==> config.mk <==
export PLATFORM = sky130hd
export DESIGN_NAME = rr_arbiter4
export DESIGN_NICKNAME = d
export VERILOG_FILES = /design/src/rtl/arb_pkg.sv /design/src/rtl/prio_enc4.sv /design/src/rtl/rr_arbiter4.sv
export SDC_FILE = /design/constraint.sdc
export NUM_CORES = 1
export LEC_CHECK = 0
export CAP_MARGIN = 20
export CORE_AREA = 10 10 65 67
export CTS_CLUSTER_SIZE = 24
export DETAILED_ROUTE_END_ITERATION = 10
export DIE_AREA = 0 0 75 77
export PLACE_DENSITY_LB_ADDON = 0.05
export SYNTH_ARGS = -nofsm -noshare
export SYNTH_HDL_FRONTEND = slang
export SYNTH_SLANG_ARGS = --single-unit
==> constraint.sdc <==
create_clock -name clk -period 5.7 [get_ports clk]
set_input_delay 1.14 -clock clk [delete_from_list [all_inputs] [get_ports clk]]
set_output_delay 1.14 -clock clk [all_outputs]
set_load 0.01 [all_outputs]
Selected gate families:
The bar under the picture is 20 um long.
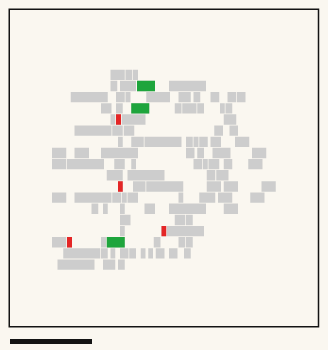
[green] fa/ha/maj cells | cells: 3 | most used: ha_1
[red] inv cells | cells: 4 | most used: inv_1
share of cell area taken by multi-input logic gates: 0.489
Layout Cells excl Fill: 141
most frequent standard cell in the layout excluding fill and tap cells: sky130_fd_sc_hd__dfrtp_1

Sequential cells coloured by netlist name:
The bar under the picture is 20 um long. Other sequential cells in the stronger grey, the rest of the logic in the fainter grey.
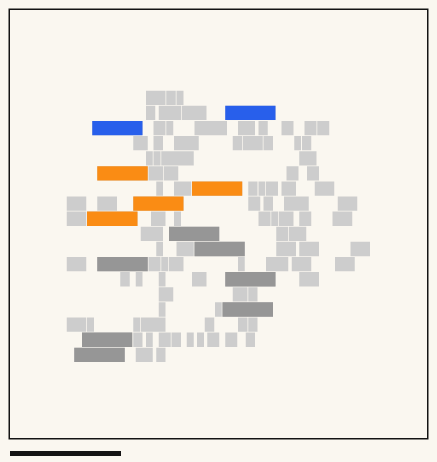
[orange] gnt | sequential cells: 4
[blue] ptr_q | sequential cells: 2
flip-flop and latch power: 184 uW
sequential cell area in the final layout: 325 um^2
Post-Route Utilization: 0.347

Signal wires by layer:
The bar under the picture is 20 um long.
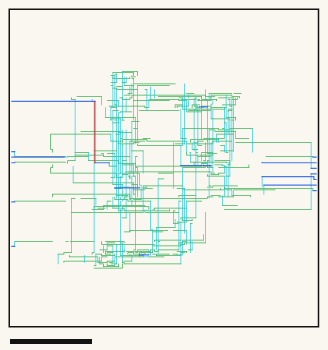
[blue] metal 3 | wire length: 100 um
[cyan] metal 2 | wire length: 881 um
[green] metal 1 | wire length: 1160 um
[red] metal 4 | wire length: 15.0 um
global routing usage summed across all routing layers: 0.0779
average routed wire per standard cell: 15.3 um
vias post-DR: 761

A small window of the routed layout:
The bar under the picture is 5 um long. Region (28, 44) to (48, 64) um. Cells in grey, sequential cells in the stronger grey; small squares are vias.
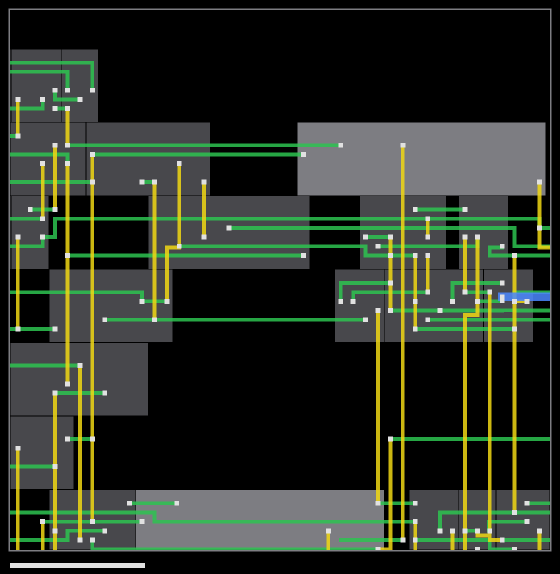
[blue] metal 3
[green] metal 1
[yellow] metal 2
cells with their middle in the window: 20
sequential cells in the window: 2

==> results.py <==
# Synthesis and PnR figures
metrics = {
    "critical_path": {
        "start_kind": "input port",
        "timing.critical_path.cells": "clkdlybuf4s50_1, nor2b_1, nor2_1, nor4_1, a21oi_1, o21ai_0, ha_1, xnor2_2, xor2_2, a32o_2",
        "timing.critical_path.fanout_max": 5,
        "cpLargestDelayFamily": "simple AND/OR/NAND/NOR gates",
        "critical_path.n_buffers_inverters": 1,
    },
    "logic_synthesis": {
        "ys_warn_count": 0,
        "yosysChipArea_um2": 873,
        "total_of_flip_flops_plus_latches_after_synthesis": 13,
        "yosys_stat_cell_total": 96,
        "post_synth_most_frequent_cells": "13 x sky130_fd_sc_hd__dfrtp_1, 10 x sky130_fd_sc_hd__nand2_1, 6 x sky130_fd_sc_hd__nor2_1, 6 x sky130_fd_sc_hd__nor3_1, 6 x sky130_fd_sc_hd__o21ai_0",
        "leading_area_contributor_after_synthesis": "sky130_fd_sc_hd__dfrtp_1",
        "mappedNetlistNets": 105,
        "post_synth_and_or_nand_nor_area_fraction": 0.223,
        "synth.mux.area_fraction": 0.0602,
    },
    "cts": {
        "clock_transition_at_the_register_clock_pins_on_the_worst_setup_and_hold_paths_after_cts_ps": 80,
        "cts_hold_buffers": 0,
        "postCtsSetupBuffers": 0,
        "tritoncts_num_sinks": 13,
        "cts_max_level": 1,
    },
    "sta": {
        "final_hold_viol_count": 0,
        "timing_max_transition_violations_final": 0,
        "timing.fmax_mhz": 298,
        "setup_viol_count_final": 0,
        "max-slew-margin-rel": 0.625,
    },
    "power": {
        "clockPowerShare": 0.095,
        "power_clock_uw": 58.1,
        "power_report.internal_total_uw": 334,
        "power_uw": 609,
    },
    "cells_and_area": {
        "fillCellCount": 300,
        "layout_cell_share_with_drive_strength_beyond_1": 0.0926,
        "layout.non_clock_inverters": 4,
        "finish.net_count": 118,
        "nonClkBufAreaFrac": 0.116,
        "proportion_of_cell_area_occupied_by_registers": 0.315,
    },
    "routing": {
        "vias_per_cell": 5.40,
        "wl_met2_um": 880,
        "number_of_antenna_violating_nets_in_the_routed_design": 0,
        "met3RoutedLength_um": 100,
    },
    "die": {
        "tapcell_count": 33,
    },
    "outcome": {
        "run_status": "finished clean",
    },
    "global_route": {
        "wire_length_of_the_first_global_routing_pass_mm": 3.58,
        "groute.layer.met2.usage": 0.0996,
        "grt.overflow.total": 0,
    },
    "placed_design": {
        "port_buffers": 12,
    },
    "run": {
        "warning_count": 27,
    },
}
Power figures rest on the tool's default switching activity, not on a simulated workload.
